### Port wiring, run 1

The bar under the picture is 50 microns long.
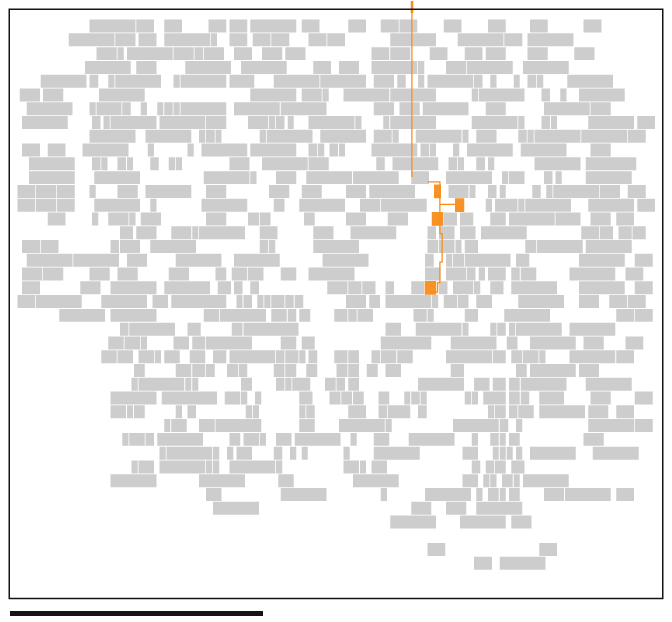
### Cell placement, run 1

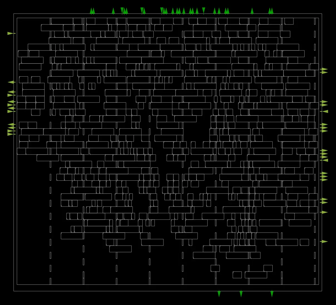
### Placement by cell class, run 1

Fill, decap, tap and diode cells in grey.
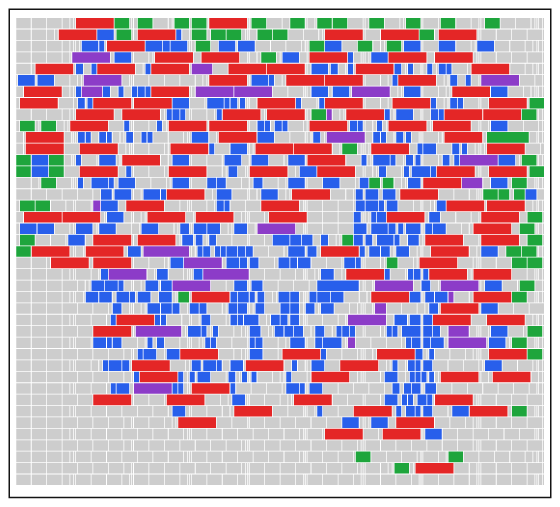
$ cat config.mk
export PLATFORM = sky130hd
export DESIGN_NAME = instr_mem_loader
export DESIGN_NICKNAME = d
export VERILOG_FILES = /design/src/rtl/loader_pkg.sv /design/src/rtl/instr_mem_loader_byte_packer.sv /design/src/rtl/instr_mem_loader.sv
export SDC_FILE = /design/constraint.sdc
export NUM_CORES = 1
export LEC_CHECK = 0
export CAP_MARGIN = 30
export CORE_ASPECT_RATIO = 0.9
export CORE_UTILIZATION = 40
export DETAILED_ROUTE_END_ITERATION = 7
export PLACE_DENSITY_LB_ADDON = 0.25
export SYNTH_ARGS = -nofsm -noshare
export SYNTH_HDL_FRONTEND = slang
export SYNTH_SLANG_ARGS = --single-unit
$ cat constraint.sdc
create_clock -name Clk -period 3.6 [get_ports Clk]
set_input_delay 0.36 -clock Clk [delete_from_list [all_inputs] [get_ports Clk]]
set_output_delay 0.36 -clock Clk [all_outputs]
set_load 0.02 [all_outputs]
$ cat src/rtl/loader_pkg.sv
// Shared types and defaults for the instruction-memory loader.
package loader_pkg;

  localparam int DEFAULT_MEM_DEPTH = 1024;
  localparam int DEFAULT_ADDR_W    = 10;

  typedef logic [15:0] count_t;

  typedef enum logic [2:0] {
    S_IDLE  = 3'd0,
    S_LEN   = 3'd1,
    S_DATA  = 3'd2,
    S_WRITE = 3'd3,
    S_CHK   = 3'd4,
    S_DONE  = 3'd5,
    S_ERR   = 3'd6
  } state_t;

  // Modulo-256 running sum used by the optional checksum.
  function automatic logic [7:0] sum8(input logic [7:0] a, input logic [7:0] b);
    return a + b;
  endfunction

endpackage

$ cat src/rtl/instr_mem_loader_byte_packer.sv
// byte_packer: packs four bytes little-endian into a 32-bit word; first byte lands in bits 7:0.
module byte_packer (
  input  logic        i_clk,
  input  logic        i_rst,
  input  logic        i_clr,
  input  logic        i_valid,
  input  logic [7:0]  i_byte,
  output logic [31:0] o_word,
  output logic        o_word_ready
);

  logic [1:0]  r_cnt;
  logic [23:0] r_shift;

  // Byte counter and shift register for the three earlier bytes of a word.
  always_ff @(posedge i_clk or posedge i_rst) begin
    if (i_rst) begin
      r_cnt   <= 2'd0;
      r_shift <= 24'd0;
    end else if (i_clr) begin
      r_cnt   <= 2'd0;
      r_shift <= 24'd0;
    end else if (i_valid) begin
      r_cnt   <= r_cnt + 2'd1;
      r_shift <= {i_byte, r_shift[23:8]};
    end else begin
      r_cnt   <= r_cnt;
      r_shift <= r_shift;
    end
  end

  // The fourth byte is still on the input, so the full word is presented combinationally.
  assign o_word       = {i_byte, r_shift};
  assign o_word_ready = i_valid && (r_cnt == 2'd3);

endmodule

$ cat src/rtl/instr_mem_loader.sv
// Byte-stream instruction-memory loader; define LOADER_CHECKSUM_EN to add a trailing checksum byte.
module instr_mem_loader
  import loader_pkg::*;
#(
  parameter int MEM_DEPTH = DEFAULT_MEM_DEPTH,
  parameter int ADDR_W    = DEFAULT_ADDR_W,
  parameter int BASE_ADDR = 0
) (
  input  logic              Clk,
  input  logic              Rst,
  input  logic              Start,
  input  logic [7:0]        Rx_Data,
  input  logic              Rx_Valid,
  output logic              Rx_Ready,
  output logic              Mem_We,
  output logic [ADDR_W-1:0] Mem_Addr,
  output logic [31:0]       Mem_Wdata,
  output logic              Core_Rst,
  output logic              Busy,
  output logic              Done,
  output logic              Err
);

  localparam logic [ADDR_W-1:0] ADDR_START = ADDR_W'(BASE_ADDR % MEM_DEPTH);
  localparam logic [ADDR_W-1:0] ADDR_LAST  = ADDR_W'(MEM_DEPTH - 1);

  state_t            r_state, w_next;
  logic              r_rx_ready, r_mem_we, r_core_rst, r_busy, r_done, r_err;
  logic [ADDR_W-1:0] r_mem_addr, r_addr;
  logic [31:0]       r_mem_wdata;
  logic [7:0]        r_len_lo;
  logic              r_len_phase;
  count_t            r_count, r_index;
  count_t            w_len;
  logic              w_accept, w_last, w_word_ready, w_enter_len;
  logic [31:0]       w_word;
`ifdef LOADER_CHECKSUM_EN
  logic [7:0]        r_sum;
`endif

  assign w_accept    = Rx_Valid && r_rx_ready;
  assign w_len       = {Rx_Data, r_len_lo};
  assign w_last      = (r_index + 16'd1) == r_count;
  assign w_enter_len = (w_next == S_LEN) && (r_state != S_LEN);

  byte_packer u_packer (
    .i_clk        (Clk),
    .i_rst        (Rst),
    .i_clr        (r_state != S_DATA),
    .i_valid      (w_accept && (r_state == S_DATA)),
    .i_byte       (Rx_Data),
    .o_word       (w_word),
    .o_word_ready (w_word_ready)
  );

  // State register.
  always_ff @(posedge Clk or posedge Rst) begin
    if (Rst) begin
      r_state <= S_IDLE;
    end else begin
      r_state <= w_next;
    end
  end

  // Next-state decode; Start is only honoured outside an active session.
  always_comb begin
    w_next = r_state;
    case (r_state)
      S_IDLE, S_DONE, S_ERR: begin
        if (Start) w_next = S_LEN;
        else       w_next = r_state;
      end
      S_LEN: begin
        if (w_accept && r_len_phase) begin
          if ((w_len == 16'd0) || (32'(w_len) > MEM_DEPTH)) w_next = S_ERR;
          else                                              w_next = S_DATA;
        end else begin
          w_next = S_LEN;
        end
      end
      S_DATA: begin
        if (w_word_ready) w_next = S_WRITE;
        else              w_next = S_DATA;
      end
`ifdef LOADER_CHECKSUM_EN
      S_WRITE: begin
        if (w_last) w_next = S_CHK;
        else        w_next = S_DATA;
      end
      S_CHK: begin
        if (w_accept) w_next = (Rx_Data == r_sum) ? S_DONE : S_ERR;
        else          w_next = S_CHK;
      end
`else
      S_WRITE: begin
        if (w_last) w_next = S_DONE;
        else        w_next = S_DATA;
      end
`endif
      default: w_next = S_IDLE;
    endcase
  end

  // Outputs are registered from the next state so they line up with the state they describe.
  always_ff @(posedge Clk or posedge Rst) begin
    if (Rst) begin
      r_rx_ready  <= 1'b0;
      r_mem_we    <= 1'b0;
      r_core_rst  <= 1'b0;
      r_busy      <= 1'b0;
      r_done      <= 1'b0;
      r_err       <= 1'b0;
      r_mem_addr  <= '0;
      r_mem_wdata <= 32'd0;
    end else begin
      r_rx_ready <= (w_next == S_LEN) || (w_next == S_DATA) || (w_next == S_CHK);
      r_busy     <= (w_next == S_LEN) || (w_next == S_DATA) || (w_next == S_WRITE) || (w_next == S_CHK);
      r_mem_we   <= (w_next == S_WRITE);
      r_done     <= (w_next == S_DONE);
      r_err      <= (w_next == S_ERR);
      r_core_rst <= (w_next == S_DONE);
      if (r_state == S_DATA && w_word_ready) begin
        r_mem_wdata <= w_word;
        r_mem_addr  <= r_addr;
      end else begin
        r_mem_wdata <= r_mem_wdata;
        r_mem_addr  <= r_mem_addr;
      end
    end
  end

  // Session counters: length capture, word index and wrapping write address.
  always_ff @(posedge Clk or posedge Rst) begin
    if (Rst) begin
      r_len_lo    <= 8'd0;
      r_len_phase <= 1'b0;
      r_count     <= 16'd0;
      r_index     <= 16'd0;
      r_addr      <= '0;
    end else if (w_enter_len) begin
      r_len_phase <= 1'b0;
      r_index     <= 16'd0;
      r_addr      <= ADDR_START;
    end else if (r_state == S_LEN && w_accept) begin
      if (r_len_phase) begin
        r_count     <= w_len;
        r_len_phase <= 1'b0;
      end else begin
        r_len_lo    <= Rx_Data;
        r_len_phase <= 1'b1;
      end
    end else if (r_state == S_WRITE) begin
      r_index <= r_index + 16'd1;
      r_addr  <= (r_addr == ADDR_LAST) ? '0 : r_addr + 1'b1;
    end else begin
      r_index <= r_index;
    end
  end

`ifdef LOADER_CHECKSUM_EN
  // Running sum of data bytes, cleared at the start of each session.
  always_ff @(posedge Clk or posedge Rst) begin
    if (Rst) begin
      r_sum <= 8'd0;
    end else if (w_enter_len) begin
      r_sum <= 8'd0;
    end else if (r_state == S_DATA && w_accept) begin
      r_sum <= sum8(r_sum, Rx_Data);
    end else begin
      r_sum <= r_sum;
    end
  end
`endif

  assign Rx_Ready  = r_rx_ready;
  assign Mem_We    = r_mem_we;
  assign Mem_Addr  = r_mem_addr;
  assign Mem_Wdata = r_mem_wdata;
  assign Core_Rst  = r_core_rst;
  assign Busy      = r_busy;
  assign Done      = r_done;
  assign Err       = r_err;

endmodule

==> impl_metrics.tcl, run 1 <==
# flow metrics
set metrics [dict create \
    status "completed" \
    min_period_over_period 0.804 \
    worst_pin_slew_ns 0.873 \
    path_cells "ha_1, nand3_2, or4_1, a32oi_1, nand4_1, or4_1, a21o_1" \
    reg2reg_from "r_index[0]$_DFFE_PP0P_" \
    die_height_microns 116 \
    dr_wl_met2_microns 5610 \
    layout-area-overhead-vs-synth_pct 24.0 \
    initial_core_util 0.411 \
    finalHoldViolCount 0 \
    dp_slack_ns 0.435 \
    cts_hold_buf 0 \
    ys_area_sq_um 5780 \
    synth-simple-area-share 0.155 \
    intPower_w 0.00316 \
    setup_tns_ns 0 \
    die_x_microns 129 \
    port_buffers 59 \
    reg2regPathDepth 7 \
    powerSeq_w 0.00182 \
    synth_cell_types 55 \
    cts_made_buffers 17 \
    drt-pass1-iter-count 4 \
    critical_path.slowest_cell "or4_1" \
    antenna_found_initial 0 \
    buf_share 0.0936 \
    comb_cells 359 \
    min_period_ns 2.89 \
    adder_share 0.00649 \
    final_antenna_net_count 0 \
    sw_frac_of_total 0.286 \
    maxCapViolations 0 \
    gr-total-overflow 0 \
    post_cts_buffers 0 \
    power_w 0.00442 \
    critPathKind "reg -> reg" \
    tritoncts "yes" \
    logic_area_sq_um 2450 \
    hp-class "in -> async" \
    flop_cell "dfrtp_1" \
    synth_nets 536 \
    htreeDepth 4 \
    slew_headroom 0.417 \
    highest_layer "met4" \
    yosysMostFrequentCell "dfrtp_1" \
    wl_met1_microns 6150 \
    reg2reg_to "Busy$_DFF_PP0_" \
    routed_wl_microns 12300 \
    final-clk-cell-share 0.0831 \
    drc 0 \
    synth.cellmix.xorXnorShare 0.0560 \
    flop-count 127 \
    cts.reportedPaths.clkPinSlew_ns 0.05 \
    use_met1 0.256 \
    clock_power_w 0.00173 \
    dp_cells 754 \
    warnings 26 \
    grt_pass1_vias 3991 \
    power-top-group "sequential cells" \
    root_buffer "clkbuf_16" \
]
Notes on 'Port wiring' above:
orange -> `Rx_Valid`  # direction input, edge north, end cells 4, buffers 1, wire 64.8 microns

Notes on 'Cell placement' above:
Seq/total area: 0.443
TAP cells: 193
Final Instance Count excl. Fillers: 783
FILL cells: 1,282

Notes on 'Placement by cell class' above:
purple -> clock drivers and dummy loads  # cells 29, share of their area 8.6%
green -> other buffers and delay cells  # cells 67, share of their area 9.7%
red -> flip-flops  # cells 127, share of their area 46%
blue -> all other logic  # cells 367, share of their area 36%
FP Rows: 41
core area: 14,100 sq um
post-layout utilization of the core: 0.510
final instance area: 7170 sq um

==> inputs of run 2 (changes only) <==
Clock period 3.6 ns to 2.8 ns, I/O delays scaled along.
==> run 2 against run 1 <==
Effect of this change: register-to-register slack got worse by 0.54 ns; cell area rose by 1.7%; clock power rose by 25%; die size did not move; critical path type unchanged.
==> impl_metrics.tcl, run 2 <==
# flow metrics
set metrics [dict create \
    synth-edff-count 0 \
    yosysMostFrequentCell "dfrtp_1" \
    finalHoldViolCount 0 \
    initial_core_util 0.411 \
    flop_cell "dfrtp_1" \
    post_cts_buffers 0 \
    layout-area-overhead-vs-synth_pct 26.1 \
    num-nonclk-inverters 8 \
    top_area_frac 0.550 \
    layout_top_cell "dfrtp_1" \
    tritoncts "yes" \
    critPathKind "reg -> reg" \
    cts.reportedPaths.clkPinSlew_ns 0.05 \
    met3_usage 0.0452 \
    fin_ws_ns 0.162 \
    regArea_sq_um 3180 \
    slew_headroom 0.409 \
    largest_reg_flops 32 \
    buf_share 0.110 \
    reg2reg_from "r_index[0]$_DFFE_PP0P_" \
    gr-total-overflow 0 \
    status "completed" \
    highest_layer "met4" \
    setup.worst_path.end "Busy$_DFF_PP0_" \
    reg2regPathDepth 7 \
    port_buffers 59 \
    synthTopLogicFamily "simple AND/OR/NAND/NOR gates" \
    r2r_slack_ns 0.16 \
    max_stage_delay_ns 0.58 \
    topCellsByArea "dfrtp_1 55%, mux2_2 13%, nand2_1 5.0%, xnor2_1 3.2%, a21oi_1 2.4%" \
    drtIter0Drc 237 \
    clock-sinks 127 \
    sh_comb_area 0.337 \
    synth.cellmix.xorXnorShare 0.0560 \
    drt-pass1-iter-count 4 \
    power_w 0.00568 \
    setup_tns_ns 0 \
    flop-count 127 \
    taps 193 \
    sw_frac_of_total 0.288 \
    worst-path-stages 7 \
    use_met1 0.254 \
    path_cells "ha_1, nand3_2, or3_1, a2111oi_4, nand4_1, or4_1, a21o_1" \
    clock_power_w 0.00217 \
    dp_cells 770 \
    maxCapViolations 0 \
    start_kind "flip-flop" \
    drc 0 \
    intPower_w 0.00404 \
    use_met2 0.258 \
    dr_wl_met3_microns 531 \
    p_comb_frac 0.207 \
    adder_share 0.00649 \
    ys_area_sq_um 5780 \
    wl_met1_microns 6150 \
    dr_wl_met2_microns 5380 \
    power-top-group "sequential cells" \
    place_hpwl_microns 8560 \
    finalMaxSlewViolations 0 \
    cts_hold_buf 0 \
    synth.avg_cell_area_sq_um 11.1 \
    hp-class "in -> async" \
    grt_pass1_vias 3939 \
    root_buffer "clkbuf_16" \
    reg2reg_to "Busy$_DFF_PP0_" \
    critical_path.slowest_cell "or4_1" \
    die-area_sq_um 14900 \
    warnings 26 \
    dp_slack_ns 0.00988 \
    synth-simple-area-share 0.155 \
    grt.busiest_layer "met2" \
    final-clk-cell-share 0.0790 \
    rows 41 \
    cts.repair.resized 0 \
    grt_max_degree 85 \
    largest_area_cell "dfrtp_1" \
    min_period_over_period 0.942 \
    max_freq_ghz 0.379 \
    powerComb_w 0.00117 \
    p_per_area_nw_per_um2 779 \
    die_x_microns 129 \
    ys_seq_frac 0.550 \
    synth_nets 536 \
    netlist_area_sq_um 5780 \
    crit_arrival_ns 2.94 \
    core_sq_um 14100 \
    htreeDepth 4 \
    comb_cells 359 \
    fin_cells 800 \
    fillers 1251 \
    synth_cell_types 55 \
    worst_pin_slew_ns 0.884 \
    powerSeq_w 0.00233 \
    top_cells_by_count "127 x dfrtp_1, 77 x nand2_1, 65 x mux2_2, 31 x nor2_1, 28 x a21oi_1" \
    cts_made_buffers 17 \
    logic_area_sq_um 2460 \
    clock_latency_ns 0.42 \
    seq_share 0.436 \
    final_antenna_net_count 0 \
    die_height_microns 116 \
    compound_area_frac 0.0773 \
    min_period_ns 2.64 \
    crit_path_start "r_index[0]$_DFFE_PP0P_" \
    antenna_found_initial 0 \
]
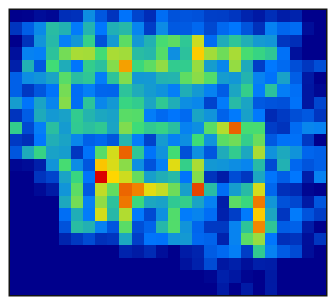
*Wire density map, run 2*
26 x 23 tiles, from dark blue (low) to red (high), scaled to the fullest tile. Values are wire area over tile area, all layers added.
fullest tile = 0.50
densest ninth of the die = centre
nearly empty tiles = 19%
emptiest ninth of the die = south-west
tiles over half the peak = 14%
global-route total usage across every layer: 0.179
total number of vias: 4,100
final WL: 12,300 microns
post-DR wirelength/cell: 15.4 microns

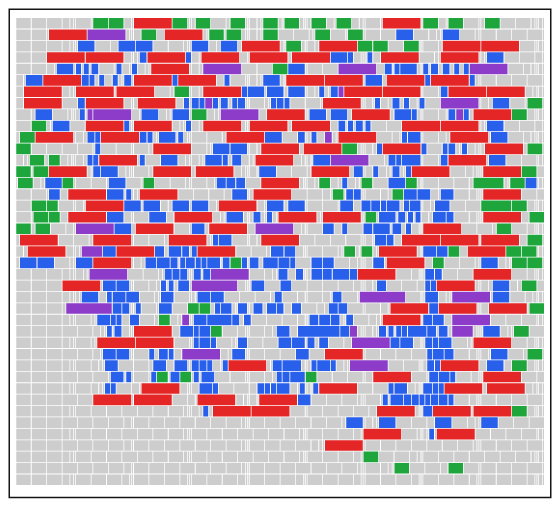
*Placement by cell class, run 2*
Fill, decap, tap and diode cells in grey.
green -> other buffers and delay cells  # cells 84, share of their area 11%
purple -> clock drivers and dummy loads  # cells 29, share of their area 8.2%
red -> flip-flops  # cells 127, share of their area 45%
blue -> all other logic  # cells 367, share of their area 35%
final instance area: 7290 sq um
post-layout utilization of the core: 0.519

No activity file was given, so power comes from the tool's default toggle rates.
